### src/rtl/flags_register_pkg.sv
// flags_register_pkg: shared NZCV flag type, write-enable constants and pending-stage states
package flags_register_pkg;
  typedef struct packed {
    logic n;
    logic z;
    logic c;
    logic v;
  } nzcv_t;
  typedef enum logic {IDLE, PEND} state_t;
  localparam logic [1:0] FLAGW_NZ = 2'b10;
  localparam logic [1:0] FLAGW_CV = 2'b01;
endpackage

### src/rtl/flags_register_if.sv
// flags_register_if: execute-stage flag update inputs and architectural/forwarded flag outputs
interface flags_register_if #(parameter int WIDTH = 32);
  logic             alu_valid;
  logic [WIDTH-1:0] alu_result;
  logic             alu_carry;
  logic             alu_overflow;
  logic [1:0]       flag_w;
  logic             cond_ex;
  logic             flush;
  logic             save;
  logic             restore;
  logic             N, Z, C, V;
  logic             fwd_n, fwd_z, fwd_c, fwd_v;
  logic             pending;
  logic             flags_changed;
  modport master (
    output alu_valid, alu_result, alu_carry, alu_overflow, flag_w, cond_ex, flush, save, restore,
    input  N, Z, C, V, fwd_n, fwd_z, fwd_c, fwd_v, pending, flags_changed
  );
  modport slave (
    input  alu_valid, alu_result, alu_carry, alu_overflow, flag_w, cond_ex, flush, save, restore,
    output N, Z, C, V, fwd_n, fwd_z, fwd_c, fwd_v, pending, flags_changed
  );
endinterface

### src/rtl/flags_register_flag_gen.sv
// flags_register_flag_gen: derives NZCV from an ALU result, carry-out and overflow
module flags_register_flag_gen
  import flags_register_pkg::*;
#(
  parameter int WIDTH = 32
) (
  input  logic [WIDTH-1:0] result,
  input  logic             carry,
  input  logic             overflow,
  output nzcv_t            flags
);
  assign flags = '{n: result[WIDTH-1], z: ~|result, c: carry, v: overflow};
endmodule

### src/rtl/flags_register.sv
// flags_register: NZCV store with one-deep pending update, forwarding, flush and shadow save/restore
module flags_register
  import flags_register_pkg::*;
#(
  parameter int WIDTH = 32
) (
  input logic           clk,
  input logic           rst_n,
  flags_register_if.slave bus
);
  nzcv_t      derived, arch, shadow, pend_nzcv, fwd, arch_nxt;
  logic [1:0] pend_we;
  state_t     state;
  logic       changed, capture, sel_nz, sel_cv;
  flags_register_flag_gen #(.WIDTH(WIDTH)) flag_gen (
    .result   (bus.alu_result),
    .carry    (bus.alu_carry),
    .overflow (bus.alu_overflow),
    .flags    (derived)
  );
  assign capture = bus.alu_valid && bus.cond_ex && |bus.flag_w && !bus.flush && !bus.restore;
  assign sel_nz  = state == PEND && |(pend_we & FLAGW_NZ);
  assign sel_cv  = state == PEND && |(pend_we & FLAGW_CV);
  always_comb begin
    fwd.n    = sel_nz ? pend_nzcv.n : arch.n;
    fwd.z    = sel_nz ? pend_nzcv.z : arch.z;
    fwd.c    = sel_cv ? pend_nzcv.c : arch.c;
    fwd.v    = sel_cv ? pend_nzcv.v : arch.v;
    arch_nxt = bus.restore ? shadow : (state == PEND && !bus.flush) ? fwd : arch;
  end
  always_ff @(posedge clk or negedge rst_n) begin
    if (!rst_n) begin
      arch      <= '0;
      shadow    <= '0;
      pend_nzcv <= '0;
      pend_we   <= '0;
      state     <= IDLE;
      changed   <= 1'b0;
    end else begin
      arch    <= arch_nxt;
      changed <= arch_nxt != arch;
      state   <= capture ? PEND : IDLE;
      if (bus.save && !bus.restore) shadow <= fwd;
      if (capture) begin
        pend_nzcv <= derived;
        pend_we   <= bus.flag_w;
      end
    end
  end
  assign {bus.N, bus.Z, bus.C, bus.V}                 = arch;
  assign {bus.fwd_n, bus.fwd_z, bus.fwd_c, bus.fwd_v} = fwd;
  assign bus.pending       = state == PEND;
  assign bus.flags_changed = changed;
endmodule

### src/flat_wrapper.sv
// flat-port wrapper written by rule: the top's interface ports become plain ports
module flags_register_flat import flags_register_pkg::*;
#(
  parameter int WIDTH = 32
)
  (clk, rst_n, bus_alu_valid, bus_alu_result, bus_alu_carry, bus_alu_overflow, bus_flag_w, bus_cond_ex, bus_flush, bus_save, bus_restore, bus_N, bus_Z, bus_C, bus_V, bus_fwd_n, bus_fwd_z, bus_fwd_c, bus_fwd_v, bus_pending, bus_flags_changed);
  flags_register_if #(.WIDTH(WIDTH)) bus_i ();
  input logic clk;
  input logic rst_n;
  input wire logic [$bits(bus_i.alu_valid)-1:0] bus_alu_valid;
  input wire logic [$bits(bus_i.alu_result)-1:0] bus_alu_result;
  input wire logic [$bits(bus_i.alu_carry)-1:0] bus_alu_carry;
  input wire logic [$bits(bus_i.alu_overflow)-1:0] bus_alu_overflow;
  input wire logic [$bits(bus_i.flag_w)-1:0] bus_flag_w;
  input wire logic [$bits(bus_i.cond_ex)-1:0] bus_cond_ex;
  input wire logic [$bits(bus_i.flush)-1:0] bus_flush;
  input wire logic [$bits(bus_i.save)-1:0] bus_save;
  input wire logic [$bits(bus_i.restore)-1:0] bus_restore;
  output wire logic [$bits(bus_i.N)-1:0] bus_N;
  output wire logic [$bits(bus_i.Z)-1:0] bus_Z;
  output wire logic [$bits(bus_i.C)-1:0] bus_C;
  output wire logic [$bits(bus_i.V)-1:0] bus_V;
  output wire logic [$bits(bus_i.fwd_n)-1:0] bus_fwd_n;
  output wire logic [$bits(bus_i.fwd_z)-1:0] bus_fwd_z;
  output wire logic [$bits(bus_i.fwd_c)-1:0] bus_fwd_c;
  output wire logic [$bits(bus_i.fwd_v)-1:0] bus_fwd_v;
  output wire logic [$bits(bus_i.pending)-1:0] bus_pending;
  output wire logic [$bits(bus_i.flags_changed)-1:0] bus_flags_changed;
  assign bus_i.alu_valid = bus_alu_valid;
  assign bus_i.alu_result = bus_alu_result;
  assign bus_i.alu_carry = bus_alu_carry;
  assign bus_i.alu_overflow = bus_alu_overflow;
  assign bus_i.flag_w = bus_flag_w;
  assign bus_i.cond_ex = bus_cond_ex;
  assign bus_i.flush = bus_flush;
  assign bus_i.save = bus_save;
  assign bus_i.restore = bus_restore;
  assign bus_N = bus_i.N;
  assign bus_Z = bus_i.Z;
  assign bus_C = bus_i.C;
  assign bus_V = bus_i.V;
  assign bus_fwd_n = bus_i.fwd_n;
  assign bus_fwd_z = bus_i.fwd_z;
  assign bus_fwd_c = bus_i.fwd_c;
  assign bus_fwd_v = bus_i.fwd_v;
  assign bus_pending = bus_i.pending;
  assign bus_flags_changed = bus_i.flags_changed;
  flags_register #(.WIDTH(WIDTH)) u_core (.clk(clk), .rst_n(rst_n), .bus(bus_i));
endmodule
### config.mk
export PLATFORM = sky130hd
export DESIGN_NAME = flags_register_flat
export DESIGN_NICKNAME = d
export VERILOG_FILES = /design/src/rtl/flags_register_pkg.sv /design/src/rtl/flags_register_if.sv /design/src/rtl/flags_register_flag_gen.sv /design/src/rtl/flags_register.sv /design/src/flat_wrapper.sv
export SDC_FILE = /design/constraint.sdc
export NUM_CORES = 1
export LEC_CHECK = 0
export CAP_MARGIN = 10
export CORE_MARGIN = 1.5
export CORE_UTILIZATION = 33
export CTS_CLUSTER_SIZE = 20
export DETAILED_ROUTE_END_ITERATION = 7
export GPL_ROUTABILITY_DRIVEN = 0
export GPL_TIMING_DRIVEN = 0
export PLACE_DENSITY = 0.81
export SLEW_MARGIN = 20
export SYNTH_ARGS = -nofsm -noshare
export SYNTH_HDL_FRONTEND = slang
export SYNTH_SLANG_ARGS = --single-unit
### constraint.sdc
create_clock -name clk -period 1.17 [get_ports clk]
set_input_delay 0.1755 -clock clk [delete_from_list [all_inputs] [get_ports clk]]
set_output_delay 0.1755 -clock clk [all_outputs]
set_load 0.05 [all_outputs]
**Where the registers sit**

Other sequential cells in the stronger grey, the rest of the logic in the fainter grey.
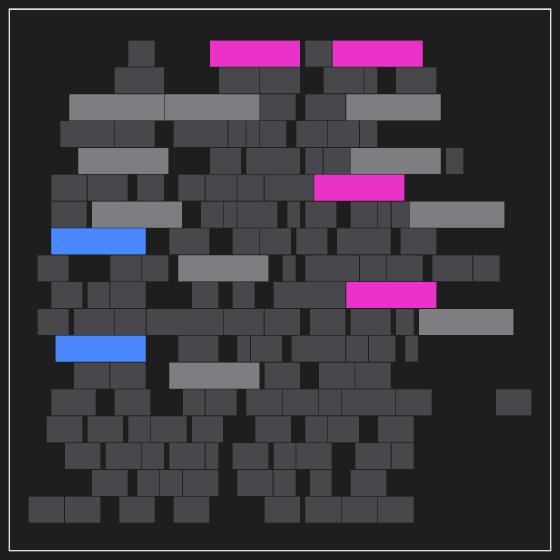
- blue: u_core.pend_we (placed flops 2)
- magenta: u_core.shadow (placed flops 4)
seq pwr: 0.740 mW
Seq/total area: 25.45%
Final Util: 64.11%

**Cells coloured by class**

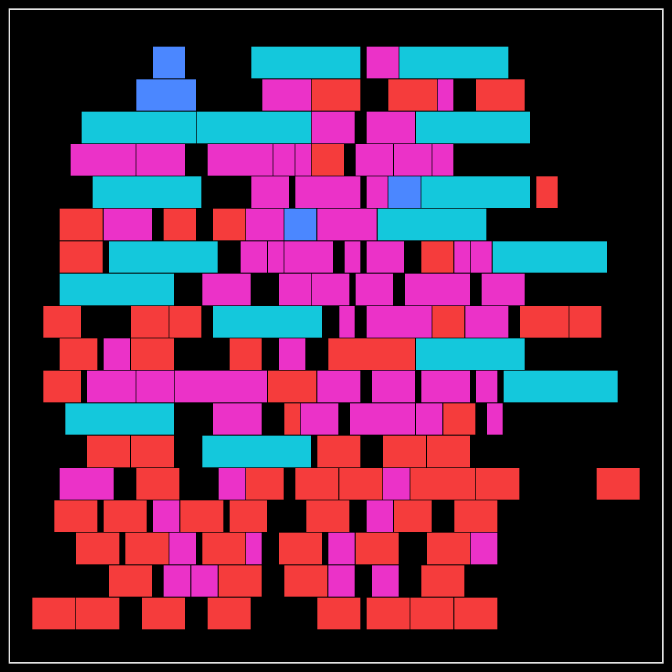
- blue: clock drivers and dummy loads (cells 4; share of their area 2.3%)
- magenta: all other logic (cells 62; share of their area 34%)
- cyan: flops (cells 16; share of their area 26%)
- red: other buffers and delay cells (cells 61; share of their area 38%)
core area: 0.002500 mm²
Finished Cell Area: 0.001603 mm²
Cell Rows: 18

**Clock nets**

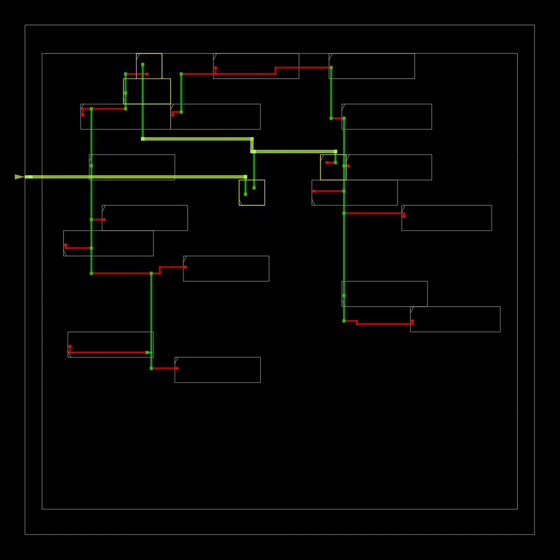
Skew-Pair Late Insertion Delay: 0.29 ns
clock-net power: 0.372 mW

**Logic cells by family**

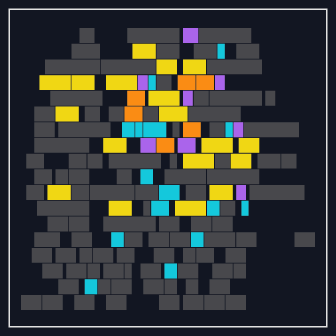
- purple: inverting AOI/OAI gates (cells 8)
- orange: XOR/XNOR gates (cells 6)
- yellow: multiplexers (cells 18)
- cyan: NAND gates (cells 15)
Non-Filler Instances: 173
Comb area share: 32.94%

==> impl_metrics.yaml <==
# implementation run metrics
power_and_ir_drop:
  seqPwrFrac_pct: 39.9
  p_int_mw: 1.211
  power_leader: "combinational cells"
  comb_cell_power_mw: 0.741
  pwr-share-clk_pct: 20.1
  ir_worst_vdd_mv: 1.164
cts:
  cts_buffers: 3
  clk_path_buf_depth: 2
  cts_repair_resize_count: 67
  cts_tree: "done"
global_routing:
  met1_usage_pct: 23.57
  track_usage_pct: 20.15
  grt_pass1_wl_um: 4271
  grtUsageMet3_pct: 5.464
  antenna_found_initial: 0
  grt_pass1_vias: 886
  use_met2_pct: 37.30
synth:
  top_area_cell: "dfrtp_1"
  ys_cells: 80
  synth_warnings: 0
  synth-seq-cells: 16
  synthTopCellsByArea: "dfrtp_1, mux2_2, nor4_1"
  syn_inst: 80
  ys_seq_share_pct: 45.33
  ys_area_um2: 883.3
  yosysTopAreaCellShare_pct: 45.33
setup_path:
  critPathCaptureType: "output port"
  cp_num_buf_inv: 1
  cp-endpoint: "bus_fwd_z"
  crit_path_start_kind: "register"
  reg2regPathDepth: 4
  critPathLaunch: "u_core.bus.pending$_DFF_PN0_"
  reg2reg_from: "u_core.bus.pending$_DFF_PN0_"
  cp_cell_sequence: "nand2_2 -> mux2_4 -> buf_8"
layout:
  area_growth_pct: 81.45
  diodes: 0
  area.combinational_um2: 528.0
  lay_top_count: "clkdlybuf4s50_1"
  mostFrequentLayoutCells: "clkdlybuf4s50_1, dfrtp_1, buf_4"
detailed_routing:
  ant_nets: 0
  first_iter_violations: 5
  drt_pre_antenna_iters: 4
  wl_per_cell_um: 14.98
  vias: 850
  post_drt_via_cell_ratio: 4.913
  drc: 0
min_path:
  hp-class: "input port to register"
  min_to: "u_core.pend_we[1]$_DFFE_PN0P_"
  min_from: "bus_flag_w[1]"
run_status:
  violations: "setup timing"
  status: "finished, violations left"
die:
  initCoreUtil_pct: 35.34
  dieArea_mm2: 0.002996
timing:
  fin_crit_ns: 1.489
  worst_slack_ns: -0.3194
  final-hold-violation-count: 0
  slew_headroom_pct: 51.26
  fmax_mhz: 671.4
  setup_viol: 14
flow_run:
  warnings: 29
placed_design:
  place_ws_ns: -0.6130
  placed_cells: 162
[cells in the mapped netlist (all sizes together)]
cell	number
nand2b	2
xnor2	2
nor2	3
clkbuf	1
a32o	1
o21ai	4
nor2b	1
nand3	1
dfrtp	16
mux2i	4
nor4	9
xor2	4
nand4b	1
mux2	14
o31ai	1
o311ai	1
nand2	9
inv	1
a22oi	1
nand4	2
a21oi	1
buf	1
[worst reg2reg max path, stage by stage (launching register included)]
cell and delay (ns):
dfrtp_2 0.45, nand2_2 0.10, mux2_4 0.32, buf_4 0.14, mux2_4 0.26
[flip-flops by register name (all words and copies together), names as in the netlist]
name / count
u_core.bus.N: 1
u_core.shadow: 4
u_core.pend_nzcv: 4
u_core.bus.C: 1
u_core.bus.Z: 1
u_core.bus.pending: 1
u_core.pend_we: 2
u_core.bus.V: 1
u_core.bus.flags_changed: 1
[stage by stage]
step                      util, %  hold WS [ns]  TNS [ns]  instance area [µm²]
after detailed placement    59.26        0.5158    -10.73                 1481
after global routing        64.11        0.3068    -3.129                 1603
final                       64.11        0.2825    -2.426                 1603
after global placement      59.26        0.5067    -9.731                 1481
after CTS                   63.41        0.2843    -2.525                 1585
after floorplan                 -       -0.1201    -1.957                923.4
[per-layer routing]
layer	vias up	wire, µm	part of all wire [%]
met5	-	0	0
met4	0	0	0
met3	0	100	3.9
met2	14	1404	54
met1	416	1087	42
li1	420	-	-
[final cells by class]
cell class,count,area share [%]
plain buffers,2,0.9368
clock buffers,4,2.264
inverters,1,0.2342
multi-input cells,61,32.94
flip-flops and latches,16,25.45
well taps,30,2.342
repair buffers,59,35.83
[cell families (layout without fill, tap and decap cells)]
logic type	count (synthesis)	in the layout	synth area share (%)
simple gates	28	28	18.27
flops	16	16	45.33
compound gates	9	9	6.658
xor+xnor	6	6	5.949
buf+inv	3	66	1.415
mux	18	18	22.38
Power figures rest on the tool's default switching activity, not on a simulated workload.
